## config.mk

```make
export PLATFORM = sky130hd
export DESIGN_NAME = io_bus_arbiter_flat
export DESIGN_NICKNAME = d
export VERILOG_FILES = /design/src/rtl/io_bus_arbiter_if.sv /design/src/rtl/io_bus_arbiter.sv /design/src/flat_wrapper.sv
export SDC_FILE = /design/constraint.sdc
export NUM_CORES = 1
export LEC_CHECK = 0
export CORE_AREA = 5 5 113 115
export DETAILED_ROUTE_END_ITERATION = 7
export DIE_AREA = 0 0 118 120
export DONT_BUFFER_PORTS = 1
export HOLD_SLACK_MARGIN = 0.03
export PLACE_DENSITY = 0.66
export SYNTH_ARGS = -nofsm -noshare
export SYNTH_HDL_FRONTEND = slang
export SYNTH_SLANG_ARGS = --single-unit
```

## constraint.sdc

```tcl
create_clock -name clock -period 2.15 [get_ports clock]
set_input_delay 0.43 -clock clock [delete_from_list [all_inputs] [get_ports clock]]
set_output_delay 0.43 -clock clock [all_outputs]
set_load 0.02 [all_outputs]
```

## src/rtl/io_bus_arbiter_if.sv

```systemverilog
`default_nettype none
// ============================================================================
// Module      : io_bus_arbiter_if
// Description : Signal bundle between the two bus masters, the arbiter and
//               the CPU-side port of the IO/memory hub.
// Revision    : 1.0 - initial release
// ============================================================================
interface io_bus_arbiter_if;
    // Master 0 (CPU) request side
    logic        m0_req;
    logic [31:0] m0_addr;
    logic [31:0] m0_wdata;
    logic        m0_we;
    logic        m0_lock;
    logic        m0_gnt;
    logic        m0_rvalid;
    logic [31:0] m0_rdata;
    // Master 1 (DMA / debug loader) request side
    logic        m1_req;
    logic [31:0] m1_addr;
    logic [31:0] m1_wdata;
    logic        m1_we;
    logic        m1_lock;
    logic        m1_gnt;
    logic        m1_rvalid;
    logic [31:0] m1_rdata;
    // Hub port
    logic [31:0] bus_addr;
    logic [31:0] bus_datain;
    logic        bus_we;
    logic [31:0] bus_dataout;

    // Arbiter view
    modport slave (
        input  m0_req, m0_addr, m0_wdata, m0_we, m0_lock,
        input  m1_req, m1_addr, m1_wdata, m1_we, m1_lock,
        output m0_gnt, m0_rvalid, m0_rdata,
        output m1_gnt, m1_rvalid, m1_rdata,
        output bus_addr, bus_datain, bus_we,
        input  bus_dataout
    );

    // Environment view: both requesters plus the hub behind the bus port
    modport master (
        output m0_req, m0_addr, m0_wdata, m0_we, m0_lock,
        output m1_req, m1_addr, m1_wdata, m1_we, m1_lock,
        input  m0_gnt, m0_rvalid, m0_rdata,
        input  m1_gnt, m1_rvalid, m1_rdata,
        input  bus_addr, bus_datain, bus_we,
        output bus_dataout
    );
endinterface
`default_nettype wire

```

## src/rtl/io_bus_arbiter.sv

```systemverilog
`default_nettype none
// ============================================================================
// Module      : io_bus_arbiter
// Description : Two-master arbiter in front of the IO/memory hub. Every
//               access runs IDLE -> ISSUE -> RESP; supports round-robin or
//               fixed priority and a bounded bus lock for read-modify-write.
// Revision    : 1.0 - initial release
// ============================================================================
module io_bus_arbiter #(
    parameter int FIXED_PRIO = 0,
    parameter int LOCK_MAX   = 4
) (
    input  logic              clock,
    input  logic              reset,
    io_bus_arbiter_if.slave   io
);

    localparam logic [1:0] c_ST_IDLE  = 2'd0;
    localparam logic [1:0] c_ST_ISSUE = 2'd1;
    localparam logic [1:0] c_ST_RESP  = 2'd2;
    localparam logic [3:0] c_LOCK_MAX = 4'(LOCK_MAX);

    logic [1:0]  r_state;
    logic [1:0]  w_state_nxt;
    logic        r_last_grant;   // doubles as the lock owner
    logic        r_lock_active;
    logic [3:0]  r_lock_cnt;
    logic        r_winner;
    logic [31:0] r_addr;
    logic [31:0] r_wdata;
    logic        r_we;
    logic        r_m0_rvalid;
    logic        r_m1_rvalid;
    logic [31:0] r_m0_rdata;
    logic [31:0] r_m1_rdata;

    logic w_owner_req;
    logic w_other_req;
    logic w_lock_break;
    logic w_lock_hold;
    logic w_elig0;
    logic w_elig1;
    logic w_any;
    logic w_pick;
    logic w_win_lock;

    // Lock bookkeeping seen from the owner's point of view
    assign w_owner_req  = r_last_grant ? io.m1_req : io.m0_req;
    assign w_other_req  = r_last_grant ? io.m0_req : io.m1_req;
    // A lock that has been held long enough is broken before arbitration
    assign w_lock_break = r_lock_active && (r_lock_cnt >= c_LOCK_MAX);
    // The lock survives this arbitration only if the owner still asks for it
    assign w_lock_hold  = r_lock_active && w_owner_req && !w_lock_break;

    // On a break the former owner steps aside so the waiting master wins
    assign w_elig0 = io.m0_req
                     && !(w_lock_hold && r_last_grant)
                     && !(w_lock_break && !r_last_grant && io.m1_req);
    assign w_elig1 = io.m1_req
                     && !(w_lock_hold && !r_last_grant)
                     && !(w_lock_break && r_last_grant && io.m0_req);
    assign w_any   = w_elig0 || w_elig1;
    assign w_pick  = (w_elig0 && w_elig1)
                     ? ((FIXED_PRIO != 0) ? 1'b0 : ~r_last_grant)
                     : w_elig1;
    assign w_win_lock = w_pick ? io.m1_lock : io.m0_lock;

    // State register
    always_ff @(posedge clock) begin
        if (reset) r_state <= c_ST_IDLE;
        else       r_state <= w_state_nxt;
    end

    // Next state and the phase-dependent outputs
    always_comb begin
        w_state_nxt = r_state;
        io.m0_gnt   = 1'b0;
        io.m1_gnt   = 1'b0;
        io.bus_we   = 1'b0;
        case (r_state)
            c_ST_IDLE: begin
                if (w_any) w_state_nxt = c_ST_ISSUE;
            end
            c_ST_ISSUE: begin
                io.m0_gnt   = !r_winner;
                io.m1_gnt   = r_winner;
                io.bus_we   = r_we;
                w_state_nxt = c_ST_RESP;
            end
            c_ST_RESP: begin
                w_state_nxt = c_ST_IDLE;
            end
            default: begin
                w_state_nxt = c_ST_IDLE;
            end
        endcase
    end

    // Request capture, arbitration history, lock tracking and read return
    always_ff @(posedge clock) begin
        if (reset) begin
            r_last_grant  <= 1'b1;
            r_lock_active <= 1'b0;
            r_lock_cnt    <= 4'd0;
            r_winner      <= 1'b0;
            r_addr        <= 32'd0;
            r_wdata       <= 32'd0;
            r_we          <= 1'b0;
            r_m0_rvalid   <= 1'b0;
            r_m1_rvalid   <= 1'b0;
            r_m0_rdata    <= 32'd0;
            r_m1_rdata    <= 32'd0;
        end else begin
            r_m0_rvalid <= 1'b0;
            r_m1_rvalid <= 1'b0;
            case (r_state)
                c_ST_IDLE: begin
                    if (w_any) begin
                        r_winner     <= w_pick;
                        r_last_grant <= w_pick;
                        r_addr       <= w_pick ? io.m1_addr  : io.m0_addr;
                        r_wdata      <= w_pick ? io.m1_wdata : io.m0_wdata;
                        r_we         <= w_pick ? io.m1_we    : io.m0_we;
                        if (w_win_lock) begin
                            r_lock_active <= 1'b1;
                            // Only contended re-grants count toward the break
                            if (w_lock_hold)
                                r_lock_cnt <= r_lock_cnt + 4'(w_other_req);
                            else
                                r_lock_cnt <= 4'd0;
                        end else begin
                            r_lock_active <= 1'b0;
                            r_lock_cnt    <= 4'd0;
                        end
                    end else begin
                        r_lock_active <= w_lock_hold;
                        if (!w_lock_hold) r_lock_cnt <= 4'd0;
                    end
                end
                c_ST_RESP: begin
                    if (r_winner) begin
                        r_m1_rvalid <= 1'b1;
                        r_m1_rdata  <= r_we ? 32'd0 : io.bus_dataout;
                    end else begin
                        r_m0_rvalid <= 1'b1;
                        r_m0_rdata  <= r_we ? 32'd0 : io.bus_dataout;
                    end
                end
                default: begin
                end
            endcase
        end
    end

    assign io.bus_addr   = r_addr;
    assign io.bus_datain = r_wdata;
    assign io.m0_rvalid  = r_m0_rvalid;
    assign io.m1_rvalid  = r_m1_rvalid;
    assign io.m0_rdata   = r_m0_rdata;
    assign io.m1_rdata   = r_m1_rdata;

endmodule
`default_nettype wire

```

## src/flat_wrapper.sv

```systemverilog
// flat-port wrapper written by rule: the top's interface ports become plain ports
module io_bus_arbiter_flat 
#(
    parameter int FIXED_PRIO = 0,
    parameter int LOCK_MAX   = 4
)
  (clock, reset, io_m0_req, io_m0_addr, io_m0_wdata, io_m0_we, io_m0_lock, io_m1_req, io_m1_addr, io_m1_wdata, io_m1_we, io_m1_lock, io_m0_gnt, io_m0_rvalid, io_m0_rdata, io_m1_gnt, io_m1_rvalid, io_m1_rdata, io_bus_addr, io_bus_datain, io_bus_we, io_bus_dataout);
  io_bus_arbiter_if io_i ();
  input  logic clock;
  input  logic reset;
  input wire logic [$bits(io_i.m0_req)-1:0] io_m0_req;
  input wire logic [$bits(io_i.m0_addr)-1:0] io_m0_addr;
  input wire logic [$bits(io_i.m0_wdata)-1:0] io_m0_wdata;
  input wire logic [$bits(io_i.m0_we)-1:0] io_m0_we;
  input wire logic [$bits(io_i.m0_lock)-1:0] io_m0_lock;
  input wire logic [$bits(io_i.m1_req)-1:0] io_m1_req;
  input wire logic [$bits(io_i.m1_addr)-1:0] io_m1_addr;
  input wire logic [$bits(io_i.m1_wdata)-1:0] io_m1_wdata;
  input wire logic [$bits(io_i.m1_we)-1:0] io_m1_we;
  input wire logic [$bits(io_i.m1_lock)-1:0] io_m1_lock;
  output wire logic [$bits(io_i.m0_gnt)-1:0] io_m0_gnt;
  output wire logic [$bits(io_i.m0_rvalid)-1:0] io_m0_rvalid;
  output wire logic [$bits(io_i.m0_rdata)-1:0] io_m0_rdata;
  output wire logic [$bits(io_i.m1_gnt)-1:0] io_m1_gnt;
  output wire logic [$bits(io_i.m1_rvalid)-1:0] io_m1_rvalid;
  output wire logic [$bits(io_i.m1_rdata)-1:0] io_m1_rdata;
  output wire logic [$bits(io_i.bus_addr)-1:0] io_bus_addr;
  output wire logic [$bits(io_i.bus_datain)-1:0] io_bus_datain;
  output wire logic [$bits(io_i.bus_we)-1:0] io_bus_we;
  input wire logic [$bits(io_i.bus_dataout)-1:0] io_bus_dataout;
  assign io_i.m0_req = io_m0_req;
  assign io_i.m0_addr = io_m0_addr;
  assign io_i.m0_wdata = io_m0_wdata;
  assign io_i.m0_we = io_m0_we;
  assign io_i.m0_lock = io_m0_lock;
  assign io_i.m1_req = io_m1_req;
  assign io_i.m1_addr = io_m1_addr;
  assign io_i.m1_wdata = io_m1_wdata;
  assign io_i.m1_we = io_m1_we;
  assign io_i.m1_lock = io_m1_lock;
  assign io_m0_gnt = io_i.m0_gnt;
  assign io_m0_rvalid = io_i.m0_rvalid;
  assign io_m0_rdata = io_i.m0_rdata;
  assign io_m1_gnt = io_i.m1_gnt;
  assign io_m1_rvalid = io_i.m1_rvalid;
  assign io_m1_rdata = io_i.m1_rdata;
  assign io_bus_addr = io_i.bus_addr;
  assign io_bus_datain = io_i.bus_datain;
  assign io_bus_we = io_i.bus_we;
  assign io_i.bus_dataout = io_bus_dataout;
  io_bus_arbiter #(.FIXED_PRIO(FIXED_PRIO), .LOCK_MAX(LOCK_MAX)) u_core (.clock(clock), .reset(reset), .io(io_i));
endmodule
```

Where the registers sit:
Bar = 20 um. Other sequential cells in the stronger gray, the rest of the logic in the fainter gray.
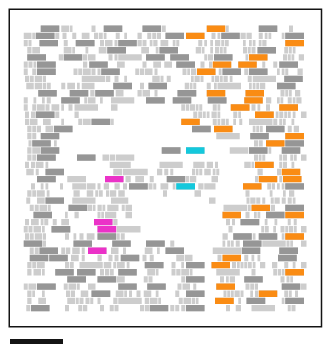
Orange stands for u_core.io.m0_rdata, flops 32. Cyan stands for u_core.r_state, flops 2. Magenta stands for u_core.r_lock_cnt, flops 4.
Another 102 sequential cells are not colored.
Reg area: 2800 sq um
sequential cell area share: 43.4%
Sequential Power: 3.13 mW

==> results.tsv <==
stage	metric	value	unit
place	place.gp.congestion	0.837	
logic_synthesis	synthAdderAreaFrac	0.423	%
logic_synthesis	simple_gate_share	24.0	%
pwr	p_leak	2.20	nW
global_routing	grt_pass1_vias	5182	
outcome	run_status	finished clean	
clock_network	clock-sinks	140	
logic_synthesis	ys_cells	747	
logic_synthesis	edf_count	0	
layout	syn2layout_area_growth	9.20	%
worst_setup_path	slowest_stage	mux2_8	
clock_network	cts_tree	built	
clock_network	cts_setup_buffers	0	
drt	viasPerCell	6.13	
logic_synthesis	area_leaders	dfxtp_1 (47%), a311oi_1 (9.5%), nand2_1 (8.7%)	
layout	largest_class	combinational gates	
logic_synthesis	synthTopCellsByCount	dfxtp_1 (140), nand2_1 (137), nor2_1 (74)	
worst_setup_path	slowest_delay	0.56	ns
logic_synthesis	top_area_share	47.4	%
place	preCtsSetupSlack	0.211	ns
The clock network:
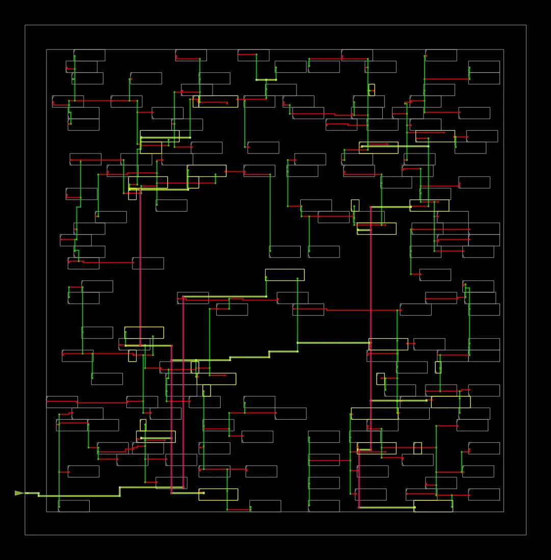
Clock Buffer Count: 22
worst-case clock skew: 0.00705 ns

Power is estimated from default activity; no workload was simulated.
